Figure 1. The metal 1 layer.
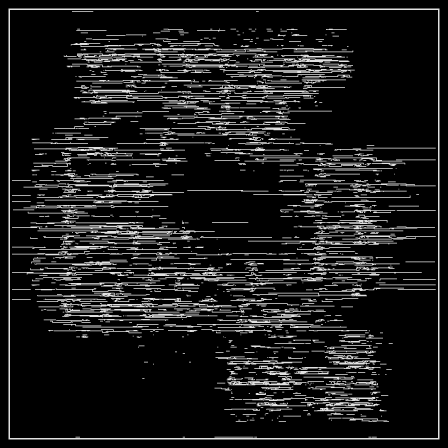
Figure 2. Signal wires on met2.
Bar = 50 um. Cells faint in the background.
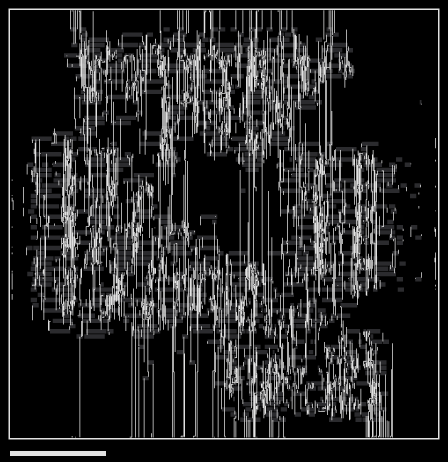
## src/rtl/decim_chain_seq_if.sv

```systemverilog
// Output sample stream of the decimation-chain sequencer: valid/ready handshake
// carrying one chain output sample per transfer.
interface decim_chain_seq_if #(
  parameter int unsigned DATA_WIDTH = 50
);

  logic                  m_valid;
  logic                  m_ready;
  logic [DATA_WIDTH-1:0] m_data;

  // Producer side (the sequencer FIFO head)
  modport master (
    output m_valid,
    output m_data,
    input  m_ready
  );

  // Consumer side
  modport slave (
    input  m_valid,
    input  m_data,
    output m_ready
  );

endinterface

```

## src/rtl/decim_chain_seq.sv

```systemverilog
// Run-control sequencer for the CIC/FIR/halfband decimation chain.
// Holds the chain in reset while idle, flushes it on start, gates the modulator
// strobe into the chain, discards start-up transient samples and buffers
// settled samples in a small FIFO behind a registered valid/ready output.
// Optional inactivity watchdog: define DECIM_SEQ_TIMEOUT_EN to enable it.
module decim_chain_seq #(
  parameter int unsigned DATA_WIDTH     = 50,
  parameter int unsigned FLUSH_CYCLES   = 8,
  parameter int unsigned SETTLE_SAMPLES = 16,
  parameter int unsigned FIFO_DEPTH     = 4,
  parameter int unsigned CNT_WIDTH      = 16,
  parameter int unsigned TIMEOUT_CYCLES = 4096
) (
  input  logic                  clk,
  input  logic                  rst,
  input  logic                  start,
  input  logic                  stop,
  input  logic                  mod_valid,
  output logic                  chain_in_valid,
  output logic                  chain_rst_n,
  input  logic                  chain_out_valid,
  input  logic [DATA_WIDTH-1:0] chain_out_data,
  decim_chain_seq_if.master     m_if,
  output logic                  busy,
  output logic                  settled,
  output logic                  overflow,
  output logic                  timeout,
  output logic [CNT_WIDTH-1:0]  sample_count
);

  localparam int unsigned FlushW  = (FLUSH_CYCLES > 1) ? $clog2(FLUSH_CYCLES) : 1;
  localparam int unsigned SettleW = (SETTLE_SAMPLES > 1) ? $clog2(SETTLE_SAMPLES + 1) : 1;
  localparam int unsigned PtrW    = $clog2(FIFO_DEPTH);
  localparam int unsigned CountW  = $clog2(FIFO_DEPTH + 1);

  // Flush counter counts down to zero, so FLUSH lasts exactly FLUSH_CYCLES cycles.
  localparam logic [FlushW-1:0]  FlushLoad  = FlushW'(FLUSH_CYCLES - 1);
  localparam logic [SettleW-1:0] SettleLoad = SettleW'(SETTLE_SAMPLES);
  localparam logic [CountW-1:0]  CountFull  = CountW'(FIFO_DEPTH);

  typedef enum logic [2:0] {
    StIdle,
    StFlush,
    StSettle,
    StRun,
    StDrain
  } state_e;

  state_e                state_q, state_d;
  logic [FlushW-1:0]     flush_cnt_q, flush_cnt_d;
  logic [SettleW-1:0]    settle_cnt_q, settle_cnt_d;

  logic                  chain_rst_n_q, chain_rst_n_d;
  logic                  busy_q, busy_d;
  logic                  settled_q, settled_d;
  logic                  overflow_q, overflow_d;
  logic [CNT_WIDTH-1:0]  sample_count_q, sample_count_d;

  logic [DATA_WIDTH-1:0] mem_q [FIFO_DEPTH];
  logic [DATA_WIDTH-1:0] mem_d [FIFO_DEPTH];
  logic [PtrW-1:0]       wr_ptr_q, wr_ptr_d;
  logic [PtrW-1:0]       rd_ptr_q, rd_ptr_d;
  logic [CountW-1:0]     count_q, count_d;
  logic [CountW-1:0]     remaining;
  logic                  m_valid_q, m_valid_d;
  logic [DATA_WIDTH-1:0] m_data_q, m_data_d;

  logic                  clr_stats;
  logic                  full;
  logic                  pop;
  logic                  push_req;
  logic                  push;
  logic                  drop;
  logic                  wd_expire;

  // ---------------------------------------------------------------------------
  // Handshake / FIFO control terms
  // ---------------------------------------------------------------------------
  assign full     = (count_q == CountFull);
  assign pop      = m_valid_q & m_if.m_ready;
  assign push_req = (state_q == StRun) & chain_out_valid;
  // A pop in the same cycle frees the slot, so a full FIFO still accepts the push.
  assign push     = push_req & (~full | pop);
  assign drop     = push_req & full & ~pop;

  // ---------------------------------------------------------------------------
  // Optional inactivity watchdog
  // ---------------------------------------------------------------------------
`ifdef DECIM_SEQ_TIMEOUT_EN
  localparam int unsigned WdW = (TIMEOUT_CYCLES > 1) ? $clog2(TIMEOUT_CYCLES) : 1;
  localparam logic [WdW-1:0] WdLast = WdW'(TIMEOUT_CYCLES - 1);

  logic           wd_active;
  logic [WdW-1:0] wd_cnt_q, wd_cnt_d;
  logic           timeout_q, timeout_d;

  assign wd_active = (state_q == StSettle) | (state_q == StRun);
  // Fires on the TIMEOUT_CYCLES-th consecutive cycle without a chain output.
  assign wd_expire = wd_active & ~chain_out_valid & (wd_cnt_q == WdLast);

  // Watchdog next state: restart on every chain output and outside SETTLE/RUN
  always_comb begin
    wd_cnt_d  = wd_cnt_q;
    timeout_d = timeout_q;
    if (!wd_active || chain_out_valid) begin
      wd_cnt_d = '0;
    end else if (!wd_expire) begin
      wd_cnt_d = wd_cnt_q + WdW'(1);
    end
    if (clr_stats) begin
      timeout_d = 1'b0;
    end else if (wd_expire) begin
      timeout_d = 1'b1;
    end
  end

  // Watchdog registers
  always_ff @(posedge clk) begin
    if (rst) begin
      wd_cnt_q  <= '0;
      timeout_q <= 1'b0;
    end else begin
      wd_cnt_q  <= wd_cnt_d;
      timeout_q <= timeout_d;
    end
  end

  assign timeout = timeout_q;
`else
  logic unused_timeout_cfg;

  assign wd_expire          = 1'b0;
  assign timeout            = 1'b0;
  assign unused_timeout_cfg = ^TIMEOUT_CYCLES;
`endif

  // ---------------------------------------------------------------------------
  // Sequencer next state
  // ---------------------------------------------------------------------------
  // Run-control FSM transitions and phase counters
  always_comb begin
    state_d      = state_q;
    flush_cnt_d  = flush_cnt_q;
    settle_cnt_d = settle_cnt_q;
    clr_stats    = 1'b0;

    case (state_q)
      StIdle: begin
        if (start) begin
          state_d     = StFlush;
          flush_cnt_d = FlushLoad;
          clr_stats   = 1'b1;
        end
      end

      StFlush: begin
        if (stop) begin
          state_d = StIdle;
        end else if (flush_cnt_q == '0) begin
          state_d      = (SETTLE_SAMPLES == 0) ? StRun : StSettle;
          settle_cnt_d = SettleLoad;
        end else begin
          flush_cnt_d = flush_cnt_q - FlushW'(1);
        end
      end

      StSettle: begin
        if (stop) begin
          state_d = StDrain;
        end else if (chain_out_valid) begin
          if (settle_cnt_q == SettleW'(1)) begin
            state_d = StRun;
          end
          settle_cnt_d = settle_cnt_q - SettleW'(1);
        end else if (wd_expire) begin
          state_d = StDrain;
        end
      end

      StRun: begin
        if (stop || wd_expire) begin
          state_d = StDrain;
        end
      end

      StDrain: begin
        if (count_q == '0) begin
          state_d = StIdle;
        end
      end

      default: begin
        state_d = StIdle;
      end
    endcase
  end

  // Registered status outputs follow the next state so they align with it
  always_comb begin
    chain_rst_n_d  = (state_d == StSettle) | (state_d == StRun);
    busy_d         = (state_d != StIdle);
    settled_d      = (state_d == StRun);
    overflow_d     = overflow_q;
    sample_count_d = sample_count_q;

    if (clr_stats) begin
      overflow_d     = 1'b0;
      sample_count_d = '0;
    end else begin
      if (drop) begin
        overflow_d = 1'b1;
      end
      if (push && (sample_count_q != {CNT_WIDTH{1'b1}})) begin
        sample_count_d = sample_count_q + CNT_WIDTH'(1);
      end
    end
  end

  // ---------------------------------------------------------------------------
  // Output FIFO next state
  // ---------------------------------------------------------------------------
  // Storage, pointers, occupancy and the registered head (m_valid/m_data)
  always_comb begin
    mem_d = mem_q;
    if (push) begin
      mem_d[wr_ptr_q] = chain_out_data;
    end

    wr_ptr_d  = push ? (wr_ptr_q + PtrW'(1)) : wr_ptr_q;
    rd_ptr_d  = pop ? (rd_ptr_q + PtrW'(1)) : rd_ptr_q;
    count_d   = count_q + CountW'(push) - CountW'(pop);
    remaining = count_q - CountW'(pop);

    m_valid_d = (count_d != '0);
    m_data_d  = m_data_q;
    if (count_d != '0) begin
      // Nothing left after the pop: the head is the sample being pushed now.
      if (remaining == '0) begin
        m_data_d = chain_out_data;
      end else begin
        m_data_d = mem_q[rd_ptr_d];
      end
    end
  end

  // ---------------------------------------------------------------------------
  // Registers
  // ---------------------------------------------------------------------------
  // Control and status state with synchronous reset
  always_ff @(posedge clk) begin
    if (rst) begin
      state_q        <= StIdle;
      flush_cnt_q    <= '0;
      settle_cnt_q   <= '0;
      chain_rst_n_q  <= 1'b0;
      busy_q         <= 1'b0;
      settled_q      <= 1'b0;
      overflow_q     <= 1'b0;
      sample_count_q <= '0;
      wr_ptr_q       <= '0;
      rd_ptr_q       <= '0;
      count_q        <= '0;
      m_valid_q      <= 1'b0;
      m_data_q       <= '0;
    end else begin
      state_q        <= state_d;
      flush_cnt_q    <= flush_cnt_d;
      settle_cnt_q   <= settle_cnt_d;
      chain_rst_n_q  <= chain_rst_n_d;
      busy_q         <= busy_d;
      settled_q      <= settled_d;
      overflow_q     <= overflow_d;
      sample_count_q <= sample_count_d;
      wr_ptr_q       <= wr_ptr_d;
      rd_ptr_q       <= rd_ptr_d;
      count_q        <= count_d;
      m_valid_q      <= m_valid_d;
      m_data_q       <= m_data_d;
    end
  end

  // FIFO storage needs no reset: occupancy alone decides what is valid
  always_ff @(posedge clk) begin
    mem_q <= mem_d;
  end

  // ---------------------------------------------------------------------------
  // Outputs
  // ---------------------------------------------------------------------------
  assign chain_in_valid = mod_valid & ((state_q == StSettle) | (state_q == StRun));
  assign chain_rst_n    = chain_rst_n_q;
  assign busy           = busy_q;
  assign settled        = settled_q;
  assign overflow       = overflow_q;
  assign sample_count   = sample_count_q;
  assign m_if.m_valid   = m_valid_q;
  assign m_if.m_data    = m_data_q;

endmodule

```

## src/flat_wrapper.sv

```systemverilog
// flat-port wrapper written by rule: the top's interface ports become plain ports
module decim_chain_seq_flat 
#(
  parameter int unsigned DATA_WIDTH     = 50,
  parameter int unsigned FLUSH_CYCLES   = 8,
  parameter int unsigned SETTLE_SAMPLES = 16,
  parameter int unsigned FIFO_DEPTH     = 4,
  parameter int unsigned CNT_WIDTH      = 16,
  parameter int unsigned TIMEOUT_CYCLES = 4096
)
  (clk, rst, start, stop, mod_valid, chain_in_valid, chain_rst_n, chain_out_valid, chain_out_data, busy, settled, overflow, timeout, sample_count, m_if_m_valid, m_if_m_data, m_if_m_ready);
  decim_chain_seq_if #(.DATA_WIDTH(DATA_WIDTH)) m_if_i ();
  input  logic clk;
  input  logic rst;
  input  logic start;
  input  logic stop;
  input  logic mod_valid;
  output logic chain_in_valid;
  output logic chain_rst_n;
  input  logic chain_out_valid;
  input  logic [DATA_WIDTH-1:0] chain_out_data;
  output logic busy;
  output logic settled;
  output logic overflow;
  output logic timeout;
  output logic [CNT_WIDTH-1:0] sample_count;
  output wire logic [$bits(m_if_i.m_valid)-1:0] m_if_m_valid;
  output wire logic [$bits(m_if_i.m_data)-1:0] m_if_m_data;
  input wire logic [$bits(m_if_i.m_ready)-1:0] m_if_m_ready;
  assign m_if_m_valid = m_if_i.m_valid;
  assign m_if_m_data = m_if_i.m_data;
  assign m_if_i.m_ready = m_if_m_ready;
  decim_chain_seq #(.DATA_WIDTH(DATA_WIDTH), .FLUSH_CYCLES(FLUSH_CYCLES), .SETTLE_SAMPLES(SETTLE_SAMPLES), .FIFO_DEPTH(FIFO_DEPTH), .CNT_WIDTH(CNT_WIDTH), .TIMEOUT_CYCLES(TIMEOUT_CYCLES)) u_core (.clk(clk), .rst(rst), .start(start), .stop(stop), .mod_valid(mod_valid), .chain_in_valid(chain_in_valid), .chain_rst_n(chain_rst_n), .chain_out_valid(chain_out_valid), .chain_out_data(chain_out_data), .m_if(m_if_i), .busy(busy), .settled(settled), .overflow(overflow), .timeout(timeout), .sample_count(sample_count));
endmodule
```

## config.mk

```make
export PLATFORM = sky130hd
export DESIGN_NAME = decim_chain_seq_flat
export DESIGN_NICKNAME = d
export VERILOG_FILES = /design/src/rtl/decim_chain_seq_if.sv /design/src/rtl/decim_chain_seq.sv /design/src/flat_wrapper.sv
export SDC_FILE = /design/constraint.sdc
export NUM_CORES = 1
export LEC_CHECK = 0
export CAP_MARGIN = 5
export CORE_MARGIN = 8
export CORE_UTILIZATION = 30
export DETAILED_ROUTE_END_ITERATION = 16
export PLACE_DENSITY = 0.57
export SLEW_MARGIN = 30
export SYNTH_ARGS = -nofsm -noshare
export SYNTH_HDL_FRONTEND = slang
export SYNTH_SLANG_ARGS = --single-unit
```

## constraint.sdc

```tcl
create_clock -name clk -period 5.5 [get_ports clk]
set_clock_uncertainty 0.2 [all_clocks]
set_input_delay 1.65 -clock clk [delete_from_list [all_inputs] [get_ports clk]]
set_output_delay 1.65 -clock clk [all_outputs]
set_load 0.005 [all_outputs]
```

==> flow_metrics.env <==
# source this file to load flow results
export IMPL_outcome="finished, final reports clean"
export IMPL_p_clk_w=0.00206
export IMPL_clock_sinks=289
export IMPL_tns_ns=0
export IMPL_synth_sequential_area_ratio=0.602
export IMPL_switchingPower_w=0.00204
export IMPL_power_combinational_total_w=0.00183
export IMPL_layout_cell_area_non_filler_um2=15900
export IMPL_detailedRoute_firstIterationViolations=612
export IMPL_ys_flops=289
export IMPL_critical_path_endpoint_type="flop"
export IMPL_synthDistinctLibCells=57
export IMPL_ys_warnings_count=0
export IMPL_synthAoiAreaFrac=0.185
export IMPL_cts_resized_gates=0
export IMPL_cts_root_buffer_cell="sky130_fd_sc_hd__clkbuf_16"
export IMPL_max_clock_path_buffers=3
export IMPL_finalHoldViolCount=0
export IMPL_fp_util=0.302
export IMPL_vias_in_the_first_global_route=9371
export IMPL_post_dp_cell_area_um2=14800
export IMPL_vias_per_cell=5.40
export IMPL_overflow=0
export IMPL_whs_ns=0.275
export IMPL_hp_class="flop to flop"
export IMPL_p_per_cell_area_nw_per_um2=409
export IMPL_ys_sh_adder=0.0141
export IMPL_final_min_period_over_clock_period=0.846
export IMPL_combinationalPowerShare=0.282
export IMPL_power_total_w=0.00649
export IMPL_synth_main_ff_cell="sky130_fd_sc_hd__edfxtp_1"
export IMPL_grt_pass1_wl_mm=55.4
export IMPL_hold_path_depth=2
export IMPL_mappedNetlistArea_um2=12900
export IMPL_cts_buffers_inserted=31
export IMPL_cts_max_level=1
export IMPL_fp_coreArea_um2=42800
export IMPL_openroad_warnings=33
export IMPL_synth_cells_most_frequent="sky130_fd_sc_hd__edfxtp_1 (200), sky130_fd_sc_hd__nor3_1 (106), sky130_fd_sc_hd__mux2i_1 (101)"
export IMPL_worst_ep_arrival_time_ns=4.91
export IMPL_drt_pass1_iterations=5
export IMPL_gp_routability_congestion=0.726
export IMPL_dp_cells=1632
export IMPL_rsz0062_at_grt="no"
export IMPL_chipHeight_um=224
export IMPL_cts_tree="built"
export IMPL_postLayoutCoreUtil=0.371
export IMPL_netlist_logic_family_top="AND-OR/OR-AND gates"
export IMPL_dp_final_hpwl_mm=20.2
export IMPL_setup_slack_after_layout_ns=0.850
export IMPL_antenna_violations_before_repair=1
export IMPL_ant_nets=0
export IMPL_power_group_top="sequential cells"
export IMPL_drive_gt1_frac=0.0814
export IMPL_max_cap_violations=0
export IMPL_flow_area_growth_from_synthesis_pct=22.7
export IMPL_worstRegToRegCells=11
export IMPL_io_buffers=128
export IMPL_number_of_nets_in_the_final_layout=1190
export IMPL_cts_repair_timing_setup_buffer_count=0
export IMPL_period_minus_slack_ns=4.65
export IMPL_synth_xor_xnor_area_share=0.00658
export IMPL_preCtsSetupSlack_ns=0.278
export IMPL_post_drt_wl_per_cell_um=21.4
export IMPL_synthesis_instances=1021
export IMPL_max_vdd_ir_drop_uv=268
export IMPL_ys_async_rst_share=0
export IMPL_worst_slew_pin_slew_ns=0.898
export IMPL_power_share_sequential=0.400
export IMPL_synthMuxAreaShare=0.0782
export IMPL_timing_max_slew_rel_slack=0.401
export IMPL_power_sequential_total_w=0.00260
export IMPL_critPathLaunchType="input port"
export IMPL_setup_violations_final=0
export IMPL_netlist_top_cell_by_area="sky130_fd_sc_hd__edfxtp_1"
export IMPL_instances_no_fill=1691
export IMPL_share_clk_of_total_power=0.318
export IMPL_postSynthNetCount=1092
export IMPL_fp_dieW_um=224
export IMPL_cp_max_fo=50
export IMPL_max_freq_mhz=215
export IMPL_max_slew_violation_count=0
export IMPL_holdBufCountCts=0
export IMPL_synth_chip_area_um2=12900
export IMPL_yosysCellCount=1021
export IMPL_clk_pin_slew_ns=0.06
export IMPL_enable_flop_cells=200
export IMPL_synthesis_area_per_instance_um2=12.7
export IMPL_synth_top_area_share=0.464
export IMPL_swShare=0.314
export IMPL_total_leakage_power_nw=5.30
export IMPL_pin_count_of_the_biggest_net_entering_global_routing=61
export IMPL_yosysMostFrequentCell="sky130_fd_sc_hd__edfxtp_1"
export IMPL_num_rows=76
export IMPL_synth_cellmix_simpleShare=0.0816
export IMPL_pin_count=130
export IMPL_worst_setup_path_type="input port to flop"
export IMPL_gr_usage_all_layers=0.139
export IMPL_cellInternalPower_w=0.00445
export IMPL_floorplan_die_area_um2=50000
export IMPL_drcViolationCount=0
export IMPL_cp_data_required_time_ns=5.76
export IMPL_worst_skew_pair_late_latency_ns=0.57
export IMPL_ys_top_cells_by_area="sky130_fd_sc_hd__edfxtp_1 (46%), sky130_fd_sc_hd__dfxtp_1 (14%), sky130_fd_sc_hd__mux2i_1 (7.8%)"
-- Figure 1 (at the start) --
longest straight run = 60.7 um
main direction = horizontal
final WL: 36.3 mm
met1 Resource Use GR: 0.172
via total after detailed routing: 9133

-- Figure 2 (at the start) --
wire length on this layer = 17700 um
main direction = vertical
nets with wire on the layer = 1009
GR met2 Demand/Resource: 0.244

cells by family (layout without fill, tap and decap cells):
group                    count (synthesis)  after routing
XOR/XNOR                                 8              8
other                                    1              3
multiplexers                           101            101
buffers and inverters                  105            227
adder cells (fa/ha/maj)                 14             14
AND-OR/OR-AND                          304            304
flip-flops                             289            289
AND/OR/NAND/NOR                        199            199
area by class of cell:
type | count | area [um2]
repair buffers | 149 | 1520
inverters | 21 | 83.8
fillers | 4090 | 26900
multi-input cells | 627 | 4770
clock inverters | 16 | 113
well taps | 546 | 683
clock buffers | 41 | 905
diodes | 2 | 5.00
flip-flops and latches | 289 | 7790
layer usage:
metal / GRT usage / vias to the layer above / routed length (um)
met5: 0 / - / 0
met4: 0.0495 / 0 / 813
met3: 0.0234 / 58 / 1850
met2: 0.244 / 241 / 17700
met1: 0.172 / 4572 / 15900
li1: - / 4262 / -
registers in the layout, summed over array words and instances (netlist names), 3 cells and up:
| register | flops |
|---|---|
| u_core.count_q | 3 |
| u_core.sample_count | 16 |
| u_core.mem_q | 200 |
| u_core.settle_cnt_q | 5 |
| u_core.flush_cnt_q | 3 |
| u_core.m_if.m_data | 50 |
| u_core.state_q | 3 |
layout by cell type, fill, tap and decap left out, types with 15 or more instances in the layout:
cell                              netlist  routed
sky130_fd_sc_hd__inv_1                 19      18
sky130_fd_sc_hd__a21oi_1               17      17
sky130_fd_sc_hd__buf_4                  3      15
sky130_fd_sc_hd__clkdlybuf4s50_1        0     128
sky130_fd_sc_hd__mux2i_1              101     101
sky130_fd_sc_hd__o31ai_1               57      57
sky130_fd_sc_hd__a22oi_1               50      50
sky130_fd_sc_hd__a2bb2oi_1             98      98
sky130_fd_sc_hd__dfxtp_1               89      87
sky130_fd_sc_hd__clkbuf_16              0      32
sky130_fd_sc_hd__nand2_1               20      18
sky130_fd_sc_hd__o21a_1                50      50
sky130_fd_sc_hd__nor3_1               106     106
sky130_fd_sc_hd__edfxtp_1             200     200
critical path, cell delays in order:
cell and delay (ns):
sky130_fd_sc_hd__clkdlybuf4s50_1 0.61, sky130_fd_sc_hd__a211oi_1 0.14, sky130_fd_sc_hd__a21o_1 0.22, sky130_fd_sc_hd__clkinv_1 0.07, sky130_fd_sc_hd__ha_1 0.14, sky130_fd_sc_hd__inv_1 0.04, sky130_fd_sc_hd__fa_1 0.49, sky130_fd_sc_hd__nor2b_1 0.31
sky130_fd_sc_hd__and3_2 0.23, sky130_fd_sc_hd__buf_4 0.61, sky130_fd_sc_hd__a22oi_1 0.21, sky130_fd_sc_hd__o31ai_1 0.12
worst paths after layout:
path	from	end	slack, ns
worst max-delay path	m_if_m_ready	u_core.m_if.m_data[19]$_SDFFE_PP0P_	0.85
worst min register to register	u_core.settle_cnt_q[1]$_SDFFE_PP0P_	u_core.settle_cnt_q[1]$_SDFFE_PP0P_	0.27
worst max register to register	u_core.state_q[1]$_SDFF_PP0_	u_core.m_if.m_data[19]$_SDFFE_PP0P_	2.00
worst min-delay path	u_core.settle_cnt_q[1]$_SDFFE_PP0P_	u_core.settle_cnt_q[1]$_SDFFE_PP0P_	0.27
